[src/rtl/rlwe_pkg.sv]
// Shared types and helpers for the binary Ring-LWE serial engine.
// Holds the op-mode enum, FSM state encodings, the q/2 helper and the negacyclic shift.
package rlwe_pkg;

    typedef enum logic [1:0] {
        OpKeygen  = 2'd0,
        OpEncrypt = 2'd1,
        OpDecrypt = 2'd2,
        OpIllegal = 2'd3
    } op_mode_e;

    typedef logic [2:0] state_t;
    localparam state_t StIdle  = 3'd0;
    localparam state_t StLoad  = 3'd1;
    localparam state_t StMul   = 3'd2;
    localparam state_t StFinal = 3'd3;
    localparam state_t StDone  = 3'd4;

    // Widest packed polynomial the shift helper handles (N*LOGQ must stay below this).
    localparam int unsigned PolyMaxW = 1024;

    function automatic int unsigned q_half(input int unsigned logq);
        return 32'd1 << (logq - 32'd1);
    endfunction

    // Multiply a packed polynomial by x in Z_q[x]/(x^n+1): shift up one coefficient,
    // and wrap the old top coefficient into slot 0 negated.
    function automatic logic [PolyMaxW-1:0] negacyclic_shift(input logic [PolyMaxW-1:0] v,
                                                             input int unsigned n,
                                                             input int unsigned logq);
        logic [PolyMaxW-1:0] cmask;
        logic [PolyMaxW-1:0] pmask;
        logic [PolyMaxW-1:0] top;
        cmask = (PolyMaxW'(1) << logq) - PolyMaxW'(1);
        pmask = (PolyMaxW'(1) << (n * logq)) - PolyMaxW'(1);
        top   = (v >> ((n - 32'd1) * logq)) & cmask;
        return ((v << logq) & pmask) | ((~top + PolyMaxW'(1)) & cmask);
    endfunction

endpackage

[src/rtl/rlwe_mac_lane.sv]
// One serial MAC lane: an N-coefficient shift register stepped by x (negacyclic) and an
// accumulator that adds the shift register whenever the current binary coefficient is 1.
module rlwe_mac_lane
    import rlwe_pkg::*;
#(
    parameter int unsigned N    = 16,
    parameter int unsigned LOGQ = 8
) (
    input  logic              clk,
    input  logic              rst,
    input  logic              load,
    input  logic [N*LOGQ-1:0] load_sh,
    input  logic [N*LOGQ-1:0] load_acc,
    input  logic              mul_en,
    input  logic              mul_bit,
    input  logic              scrub,
    output logic [N*LOGQ-1:0] acc
);

    localparam int unsigned PW = N * LOGQ;

    logic [PW-1:0] sh_q;
    logic [PW-1:0] acc_q;
    logic [PW-1:0] sum;

    always_comb begin
        sum = '0;
        for (int i = 0; i < N; i++) begin
            sum[i*LOGQ +: LOGQ] = acc_q[i*LOGQ +: LOGQ] + sh_q[i*LOGQ +: LOGQ];
        end
    end

    always_ff @(posedge clk or posedge rst) begin
        if (rst) begin
            sh_q  <= '0;
            acc_q <= '0;
        end else if (scrub) begin
            sh_q  <= '0;
            acc_q <= '0;
        end else if (load) begin
            sh_q  <= load_sh;
            acc_q <= load_acc;
        end else if (mul_en) begin
            if (mul_bit) begin
                acc_q <= sum;
            end
            sh_q <= PW'(negacyclic_shift(PolyMaxW'(sh_q), N, LOGQ));
        end
    end

    assign acc = acc_q;

endmodule

[src/rtl/rlwe_serial_engine.sv]
// Binary Ring-LWE KEYGEN/ENCRYPT/DECRYPT engine with two serial negacyclic MAC lanes.
// Optional build macro RLWE_SCRUB_EN clears secrets and results when a result is consumed.
module rlwe_serial_engine
    import rlwe_pkg::*;
#(
    parameter int unsigned N    = 16,
    parameter int unsigned LOGQ = 8
) (
    input  logic              clk,
    input  logic              rst,
    input  logic              op_valid,
    output logic              op_ready,
    input  logic [1:0]        op_mode,
    input  logic [N*LOGQ-1:0] in_poly0,
    input  logic [N*LOGQ-1:0] in_poly1,
    input  logic [N-1:0]      in_bin0,
    input  logic [N-1:0]      in_bin1,
    input  logic [N-1:0]      in_bin2,
    input  logic [N-1:0]      in_msg,
    output logic              res_valid,
    input  logic              res_ready,
    output logic [N*LOGQ-1:0] res_poly0,
    output logic [N*LOGQ-1:0] res_poly1,
    output logic [N-1:0]      res_msg,
    output logic              res_err
);

    localparam int unsigned PW = N * LOGQ;
    localparam int unsigned CW = $clog2(N);
    localparam logic [LOGQ-1:0] QHalf = LOGQ'(q_half(LOGQ));

    state_t        state_q;
    op_mode_e      mode_q;
    logic [N-1:0]  b0_q, b1_q, b2_q, msg_q;
    logic [CW-1:0] cnt_q;
    logic [PW-1:0] acc0, acc1, fin0, fin1;
    logic [N-1:0]  fin_msg;
    logic [LOGQ-1:0] dec_v;
    logic          accept, legal, retire, scrub, is_enc, is_dec;

    assign op_ready = (state_q == StIdle);
    assign accept   = op_valid && op_ready;
    assign legal    = (op_mode != OpIllegal);
    assign retire   = (state_q == StDone) && res_ready;
    assign is_enc   = (op_mode == OpEncrypt);
    assign is_dec   = (op_mode == OpDecrypt);
`ifdef RLWE_SCRUB_EN
    assign scrub = retire;
`else
    assign scrub = 1'b0;
`endif

    // DECRYPT seeds lane0's accumulator with c2, so v = c2 + c1*r2 falls out of the MAC.
    rlwe_mac_lane #(.N(N), .LOGQ(LOGQ)) u_lane0 (
        .clk      (clk),
        .rst      (rst),
        .load     (accept && legal),
        .load_sh  (in_poly0),
        .load_acc (is_dec ? in_poly1 : '0),
        .mul_en   (state_q == StMul),
        .mul_bit  (b0_q[0]),
        .scrub    (scrub),
        .acc      (acc0)
    );

    rlwe_mac_lane #(.N(N), .LOGQ(LOGQ)) u_lane1 (
        .clk      (clk),
        .rst      (rst),
        .load     (accept && legal),
        .load_sh  (is_enc ? in_poly1 : '0),
        .load_acc ('0),
        .mul_en   (state_q == StMul),
        .mul_bit  (b0_q[0]),
        .scrub    (scrub),
        .acc      (acc1)
    );

    always_comb begin
        fin0    = '0;
        fin1    = '0;
        fin_msg = '0;
        dec_v   = '0;
        for (int i = 0; i < N; i++) begin
            unique case (mode_q)
                OpKeygen: begin
                    fin0[i*LOGQ +: LOGQ] = LOGQ'(b1_q[i]) - acc0[i*LOGQ +: LOGQ];
                end
                OpEncrypt: begin
                    fin0[i*LOGQ +: LOGQ] = acc0[i*LOGQ +: LOGQ] + LOGQ'(b1_q[i]);
                    fin1[i*LOGQ +: LOGQ] = acc1[i*LOGQ +: LOGQ] + LOGQ'(b2_q[i])
                                           + (msg_q[i] ? QHalf : '0);
                end
                OpDecrypt: begin
                    dec_v      = acc0[i*LOGQ +: LOGQ];
                    fin_msg[i] = dec_v[LOGQ-1] ^ dec_v[LOGQ-2];
                end
                default: ;
            endcase
        end
    end

    always_ff @(posedge clk or posedge rst) begin
        if (rst) begin
            state_q   <= StIdle;
            mode_q    <= OpKeygen;
            b0_q      <= '0;
            b1_q      <= '0;
            b2_q      <= '0;
            msg_q     <= '0;
            cnt_q     <= '0;
            res_valid <= 1'b0;
            res_poly0 <= '0;
            res_poly1 <= '0;
            res_msg   <= '0;
            res_err   <= 1'b0;
        end else begin
            unique case (state_q)
                StIdle: begin
                    if (op_valid) begin
                        mode_q <= op_mode_e'(op_mode);
                        b0_q   <= in_bin0;
                        b1_q   <= in_bin1;
                        b2_q   <= in_bin2;
                        msg_q  <= in_msg;
                        cnt_q  <= '0;
                        if (legal) begin
                            state_q <= StLoad;
                        end else begin
                            state_q   <= StDone;
                            res_valid <= 1'b1;
                            res_err   <= 1'b1;
                            res_poly0 <= '0;
                            res_poly1 <= '0;
                            res_msg   <= '0;
                        end
                    end
                end
                StLoad: begin
                    cnt_q   <= '0;
                    state_q <= StMul;
                end
                StMul: begin
                    b0_q  <= b0_q >> 1;
                    cnt_q <= cnt_q + CW'(1);
                    if (cnt_q == CW'(N - 1)) begin
                        state_q <= StFinal;
                    end
                end
                StFinal: begin
                    res_poly0 <= fin0;
                    res_poly1 <= fin1;
                    res_msg   <= fin_msg;
                    res_err   <= 1'b0;
                    res_valid <= 1'b1;
                    state_q   <= StDone;
                end
                StDone: begin
                    if (res_ready) begin
                        res_valid <= 1'b0;
                        state_q   <= StIdle;
`ifdef RLWE_SCRUB_EN
                        res_poly0 <= '0;
                        res_poly1 <= '0;
                        res_msg   <= '0;
                        res_err   <= 1'b0;
                        b1_q      <= '0;
                        b2_q      <= '0;
                        msg_q     <= '0;
`endif
                    end
                end
                default: state_q <= StIdle;
            endcase
        end
    end

endmodule

[config.mk]
export PLATFORM = sky130hd
export DESIGN_NAME = rlwe_serial_engine
export DESIGN_NICKNAME = d
export VERILOG_FILES = /design/src/rtl/rlwe_pkg.sv /design/src/rtl/rlwe_mac_lane.sv /design/src/rtl/rlwe_serial_engine.sv
export SDC_FILE = /design/constraint.sdc
export NUM_CORES = 2
export LEC_CHECK = 0
export ABC_AREA = 1
export ABC_CLOCK_PERIOD_IN_PS = 31800
export CORE_MARGIN = 2
export CORE_UTILIZATION = 30
export DETAILED_ROUTE_END_ITERATION = 10
export GPL_TIMING_DRIVEN = 0
export RECOVER_POWER = 50
export SYNTH_ARGS = -nofsm -noshare
export SYNTH_HDL_FRONTEND = slang
export SYNTH_SLANG_ARGS = --single-unit
[constraint.sdc]
create_clock -name clk -period 31.8 [get_ports clk]
set_input_delay 6.36 -clock clk [delete_from_list [all_inputs] [get_ports clk]]
set_output_delay 6.36 -clock clk [all_outputs]
set_load 0.01 [all_outputs]
A small window of the routed layout:
Window x 196 to 221, y 113 to 138 µm. Cells in grey, sequential cells in the stronger grey; small squares are vias.
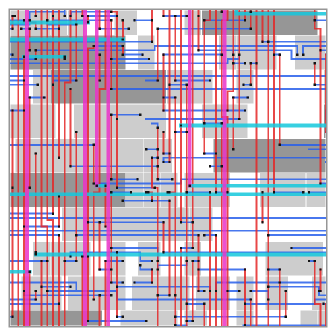
Cyan stands for M3. Red stands for M2. Magenta stands for M4. Blue stands for M1.
Most frequent: inv_1 (8), nand2_1 (6), dfrtp_1 (5). Netlist names of flops here include `u_lane1.sh_q` (4), `u_lane1.acc` (1). 42 logic cells have their middle in the window. Sequential cells in the window: 5.

Ports around the boundary:
(1 px per µm) Pins as bars across the die edge, other pins in grey.
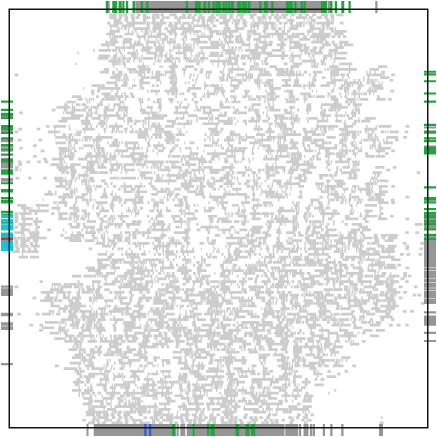
Cyan stands for `in_bin0`, pins 16, direction input, edge left. Blue stands for `op_mode`, pins 2, direction input, edge bottom. Red stands for `res_valid`, pins 1, direction output, edge left. Green stands for `res_poly0`, pins 128, direction output, edge 59 top, 29 left, 27 right, 13 bottom.
All pins by edge: 227 top, 209 bottom, 89 right, 76 left.
Port Buffers: 600
Chip Height: 417 µm
Die Span X: 417 µm

Placed cells, one colour a class:
(1 px per µm)
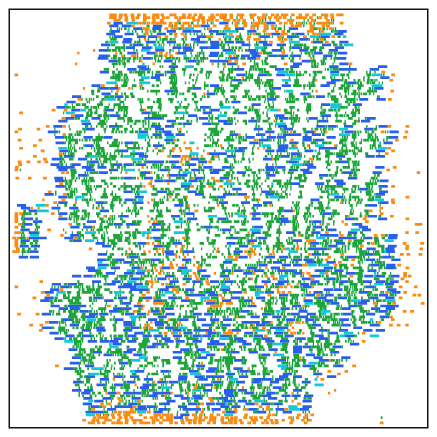
Cyan stands for clock drivers and dummy loads, cells 193. Orange stands for remaining buffers and delay cells, cells 893. Green stands for remaining logic cells, cells 5431. Blue stands for registers, cells 859.

Routing congestion map:
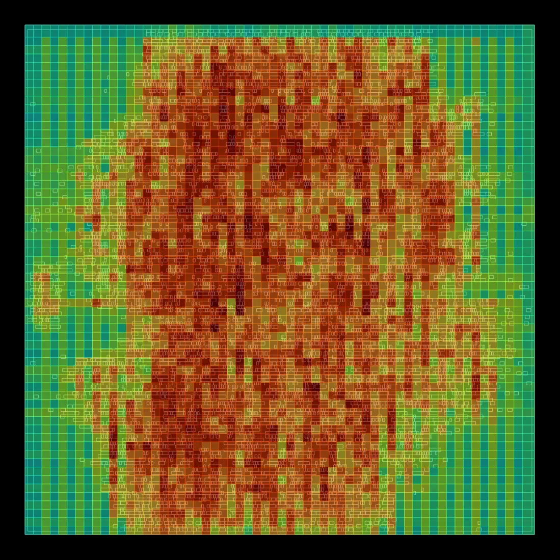
Overall Global Routing Usage: 30.2%
met3 Use GR: 4.87%
final core occ: 37.7%

[path summary, 6_finish.rpt]
kind	from	endpoint	slack (ns)	depth (start not counted)
hold / removal	b0_q[3]	b0_q[3]	0.48	2
setup / recovery	rst	res_poly0[72]	13.95	4
max in group clk	op_valid	u_lane0.acc[44]	21.62	11
setup reg to reg	state_q[1]	res_poly0[21]	27.17	9
hold reg to reg	b0_q[3]	b0_q[3]	0.48	2
min in group asynchronous	rst	res_poly1[10]	7.43	2
[per-layer routing]
metal,share of wire (%),vias to the layer above,track usage [%]
met5,0.030,-,0
met4,10,14,27.3
met3,7.1,742,4.87
met2,45,2452,47.2
met1,38,25200,35.7
li1,-,23500,-
[report_power, final]
group          switching, mW  internal (mW)
Clock                  0.557          0.792
Sequential             0.557           1.55
Combinational           2.68           1.38
Total                   3.79           3.72
==> impl_metrics.toml <==
# physical design summary
[cts]
clock.latency.late_pin_ns = 0.77
cts_buffers = 104
htreeDepth = 3
clk_path_buf_depth = 3
root_buffer = "clkbuf_16"
clkTransAtPathRegs_ns = 0.05
cts_tree = "yes"
hold_buffers = 0
cts_resized = 0
clock-sinks = 859
post-cts-setup-buffer-count = 0

[run_status]
violations = "max-capacitance violations, max-slew violations"
status = "complete, but fails checks"

[floorplanning]
die_area_mm2 = 0.174
ioPinCount = 601
initial_utilization_pct = 30.2
coreArea_mm2 = 0.169
taps = 2218
fp-row-count = 151

[hold_path]
hold_class = "reg -> reg"

[sta]
hold_viol_final = 0
max_freq_mhz = 56.0
finalClockPeriodUsage_pct = 56.1
fin_crit_ns = 17.85
rsz0062_at_grt = "false"
skew_ns = 0.0431
slew_viol_final = 703
timing.hold.ws_ns = 0.479
finalSetupViolations = 0
relSlewSlack_pct = -301
tns_ns = 0
final.setup.worst_slack_ns = 13.95
tightest_slew_ns = 6.01

[drt]
drt_first_iter_violations = 5075
drc = 0
drt_wl_total_um = 269000
drtAntennaViolNets = 0
vias = 51900
first_pass_iters = 6
wl_per_cell_um = 28.0
avgViaCountPerCell = 5.40

[final_layout]
nets = 7954
design_area_mm2 = 0.0639
nonClkBufAreaFrac_pct = 11.5
drive_above_1_share_pct = 4.56
final-instance-count-excl-fill = 9621
fill_cells = 17500
register_area_mm2 = 0.0215
nClkBuffers = 144
comb_share_pct = 41.0
mostFrequentLayoutCells = "nand2_1 (2035), dfrtp_1 (859), clkdlybuf4s50_1 (596)"
comb_cells = 4833
areaGrowthSynthToFinish_pct = 24.9
layout_top_cell = "nand2_1"
buffers = 893
top_area_cell_class = "combinational gates"
seq_area_share_pct = 33.6
clock_area_share_pct = 5.93
n_antenna_cell = 27
seq_cell_count = 859
logic_area_mm2 = 0.0262
inverters = 598

[worst_setup_path]
cpMaxStageDelayCell = "clkbuf_1"
crit_path_cell_trace = "dlygate4sd3_1 > clkinvlp_2 > clkbuf_1 > clkbuf_1"
critical_path.most_common_cell = "clkbuf_1"
crit_buf_inv = 4
critPathLaunchType = "input pin"
worst_setup_path_end_kind = "asynchronous set/reset pin"
crit_type = "in -> async"
cp_top_family = "buffers and inverters"
critical_path.max_fanout = 104
max_stage_delay_ns = 4.25
critPathRequiredTime_ns = 31.17
crit_arrival_ns = 17.22

[synthesis]
ys_top_logic_family = "simple AND/OR/NAND/NOR gates"
simple_gate_share_pct = 25.1
syn_inst = 6571
ys_sh_aoi_pct = 15.0
async_flop_share_pct = 100
yosysChipArea_mm2 = 0.0512
ys_warn_count = 0
area_leaders = "dfrtp_1 (42%), nand2_1 (15%), ha_1 (7.5%)"
edf_count = 0
synthTopCellsByCount = "nand2_1 (2034), dfrtp_1 (859), inv_1 (590)"
avgSynthCellArea_um2 = 7.79
synthDistinctLibCells = 45
ys.flop_type = "dfrtp_1"
xor_share_pct = 2.33
yosys_cells = 6571
synth_top_area_share_pct = 42.0
top_area_cell = "dfrtp_1"
syn_area_mm2 = 0.0512
ys_sh_adder_pct = 8.76
synth_seq_share_pct = 42.0
top_cell = "nand2_1"
fp_nets = 7236
ys_ff = 859
mux_share_pct = 0

[power]
ir_drop_uv = 52.0
powerDensity_mw_per_mm2 = 117
total_power_mw = 7.51
leakagePower_nw = 31.2

[flow_run]
warnings = 35
cap_viol_max_count = 11

[global_route]
grt_pass1_wl_um = 370000
first_global_vias = 49100
antenna_found_initial = 56
gr-total-overflow = 0
grt_max_degree = 118

[placement]
place_ws_ns = 22.11
gp_congestion = 0.988
placed_area_mm2 = 0.0603
dp_cells = 9400
dpl.hpwl_um = 211000
